==> config.mk <==
export PLATFORM = sky130hd
export DESIGN_NAME = mem_port_arbiter
export DESIGN_NICKNAME = d
export VERILOG_FILES = /design/src/rtl/mips_pkg.sv /design/src/rtl/mem_wait_timer.sv /design/src/rtl/mem_port_arbiter.sv
export SDC_FILE = /design/constraint.sdc
export NUM_CORES = 1
export LEC_CHECK = 0
export ABC_AREA = 1
export CORE_MARGIN = 3
export CORE_UTILIZATION = 39
export DETAILED_ROUTE_END_ITERATION = 16
export PLACE_DENSITY = 0.76
export SKIP_LAST_GASP = 1
export SYNTH_ARGS = -nofsm -noshare
export SYNTH_HDL_FRONTEND = slang
export SYNTH_HIERARCHICAL = 1
export SYNTH_SLANG_ARGS = --single-unit
==> constraint.sdc <==
create_clock -name clk -period 4.9 [get_ports clk]
set_input_delay 0.98 -clock clk [delete_from_list [all_inputs] [get_ports clk]]
set_output_delay 0.98 -clock clk [all_outputs]
set_load 0.05 [all_outputs]
==> run_1/metal_density.png <==
The bar under the picture is 50 um long. 27 x 27 tiles, from white (low) to dark blue (high), scaled to the fullest tile. Values are wire area over tile area, all layers added.
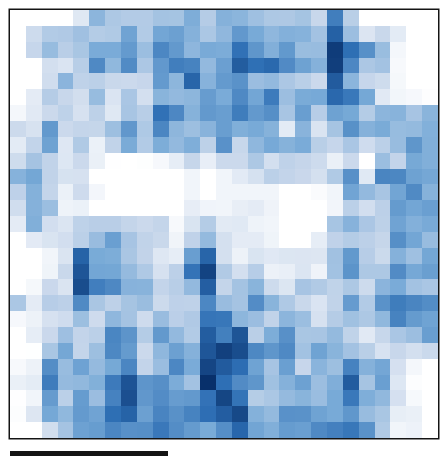
emptiest ninth of the die: centre
fullest tile: 0.45
densest ninth of the die: bottom centre
tiles over half the peak: 27%
nearly empty tiles: 11%
mean over tiles: 0.16
final WL: 18,700 um
total number of vias: 5,673
Routed wire per std cell: 15.0 um
Overall Global Routing Usage: 20.4%

==> run_1/detail.png <==
Window x 48 to 88, y 48 to 88 um. Cells in grey, sequential cells in the stronger grey; small squares are vias.
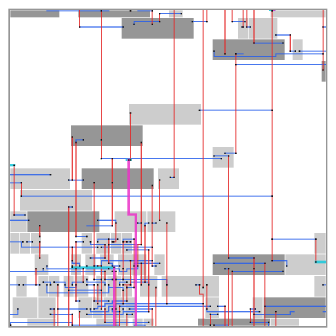
| layer | colour |
|---|---|
| metal 3 | cyan |
| metal 1 | blue |
| metal 4 | magenta |
| metal 2 | red |
cells with their middle in the window: 50
sequential cells in the window: 7
most frequent: nand2_1 (11), inv_1 (7), dfrtp_1 (7)

==> run_1/clocks.png <==
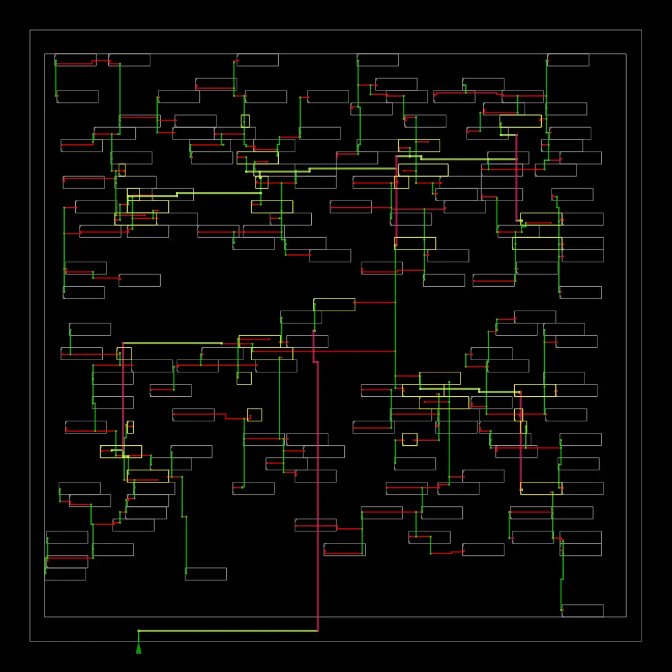
layout clock buffer count: 20
P_clk: 1.30 mW
CTS Buf Count: 17

==> run_1/layer_met3.png <==
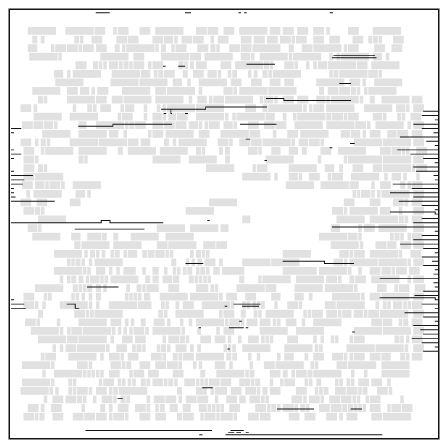
wire length on this layer: 808 um
main direction: horizontal
longest straight run: 49.5 um
nets with wire on the layer: 98
met3 Use GR: 5.11%

==> flow_metrics.tcl <==
# implementation run metrics
set metrics [dict create \
    status "finished, final reports clean" \
    cts_buffer_depth 2 \
    fin_crit_sh_pct 75.3 \
    grt_pass1_wl_um 28900 \
    cp_max_fo 3 \
    worst_setup_path_start_kind "input pin" \
    synth.cell_area_um2 6580 \
    required_ps 3920 \
    htree_levels 4 \
    timing.setup.tns_ps 0 \
    slew_violations 0 \
    synth.distinct_cells 31 \
    ys_ff 145 \
    diodes 0 \
    fp-utilization_pct 40.7 \
    end_kind "primary output" \
    cap_violations 0 \
    hold_depth 2 \
    path_clk_slew_ps 60 \
    drc 0 \
    clock_latency_ps 420 \
    avgViaCountPerCell 4.56 \
    critical_path_arrival_ps 2710 \
    cts_tree "built" \
    drive_gt1_share_pct 11.3 \
    max_freq_ghz 0.271 \
    io_buffers 276 \
    yosysWarnings 6 \
    first_iter_violations 307 \
    r2r_slack_ps 2430 \
    final-setup-viol-count 0 \
    numClockSinks 145 \
    io_pins 277 \
    yosysChipArea_um2 6580 \
    hold_slack_ps 475 \
    crit_type "input pin to primary output" \
    first_pass_iters 4 \
    p_sw_mw 3.70 \
    worst_pin_slew_ps 1160 \
    slew_headroom_pct 22.4 \
    core_um2 16200 \
    ys_cells 750 \
    cts-root-buf "clkbuf_16" \
    dpl-instance-area_um2 9390 \
    power_switching_share_pct 49.0 \
    place_hpwl_um 13800 \
    antenna_found_initial 0 \
    peakVddDrop_uv 364 \
    grt-ovfl-total 0 \
    syn_to_final_growth_pct 51.9 \
    grt.met1_usage_pct 24.7 \
    grt_max_degree 74 \
    syn_inst 750 \
    skew_ps 9.73 \
    ctsHoldBuffers 0 \
    intPower_mw 3.85 \
    rsz0062_at_grt "no" \
    reg2regPathDepth 10 \
    power_leakage_nw 4.87 \
    die_w_um 136 \
    antenna_left 0 \
    syn_area_per_cell_um2 8.77 \
]
==> run 1: through the flow <==
stage | std cells | util, % | setup slack, ps
finish | 1245 | 61.8 | 1210
global route | 1245 | 61.8 | 1140
CTS | 1245 | 61.8 | 1230
detailed placement | 1213 | 58.1 | 1250
global placement | 1213 | 58.1 | 1230
floorplan | 750 | - | 298
==> run 1: area by class of cell <==
class | count | area (um2)
well taps | 216 | 270
multi-input cells | 453 | 2250
inverters | 120 | 462
fillers | 1395 | 6180
clock inverters | 12 | 159
flip-flops and latches | 145 | 3630
repair buffers | 279 | 2790
clock buffers | 20 | 437
==> run 1: synth_stat cells <==
master	instances	area share [%]
a21oi_1	6	0.46
nand4_1	1	0.095
dfrtp_1	145	55
buf_2	10	0.76
a21oi_2	1	0.13
o21bai_2	1	0.17
clkbuf_1	4	0.23
inv_2	3	0.17
nor2_1	16	0.91
inv_1	115	6.6
nand3b_4	1	0.30
clkbuf_2	1	0.076
o22ai_2	1	0.19
nor3_1	2	0.15
nand2_2	5	0.48
nor2_4	3	0.51
o21ai_0	65	4.9
buf_6	12	2.1
xor2_1	1	0.13
ha_1	1	0.19
nand3_2	3	0.46
nand3_1	9	0.68
o21ai_1	12	0.91
nand2_4	2	0.34
buf_4	5	0.57
nor2_2	1	0.095
o21ai_2	60	8.0
nand2_1	261	15
o211ai_1	1	0.11
clkinv_4	1	0.13
inv_4	1	0.095
==> run 1: placed cells by master, fill, tap and decap left out, types with 2 or more instances in the layout <==
cell type	instances
nor2_4	3
o21ai_1	12
nand3_1	9
clkinv_4	4
nor2_1	16
clkdlybuf4s50_1	276
nand2_4	2
dfrtp_1	145
o21ai_0	65
a21oi_1	6
nand2_1	261
buf_4	3
clkinvlp_4	3
clkinv_2	2
inv_2	3
nor3_1	2
inv_6	2
clkbuf_16	17
bufinv_16	3
o21ai_2	60
nand3_2	3
inv_1	114
clkbuf_1	3
nand2_2	5
==> run 1: cell families (layout without fill, tap and decap cells) <==
family | after synthesis | in the layout | share of synthesized area [%]
AND/OR/NAND/NOR | 304 | 304 | 18.9
buffers and inverters | 152 | 431 | 10.7
AND-OR/OR-AND | 147 | 147 | 14.9
flip-flops | 145 | 145 | 55.2
adder cells (fa/ha/maj) | 1 | 1 | 0.190
XOR/XNOR | 1 | 1 | 0.133
==> run 1: power groups by stage <==
| stage | sequential [mW] | clock, mW | combinational, mW |
|---|---|---|---|
| 2_1_floorplan | 3.74 | 0 | 1.17 |
| 3_3_place_gp | 2.00 | 0 | 4.25 |
| 3_5_place_dp | 2.02 | 0 | 4.28 |
| 4_1_cts | 2.01 | 1.34 | 4.29 |
| 5_1_grt | 2.07 | 1.39 | 4.50 |
| 6_report | 2.01 | 1.30 | 4.25 |
==> run 1: layer usage <==
metal  vias to the layer above  wire length [um]  part of all wire (%)
li1                       2833                 -                     -
met1                      2665              7520                    40
met2                       139              9810                    52
met3                        36               808                   4.3
met4                         0               559                   3.0
met5                         -                 0                     0
==> run 1: worst max-delay path, stage by stage <==
cell and delay (ps):
clkdlybuf4s50_1 500, nor3_1 350, clkdlybuf4s50_1 870
Power figures rest on the tool's default switching activity, not on a simulated workload.
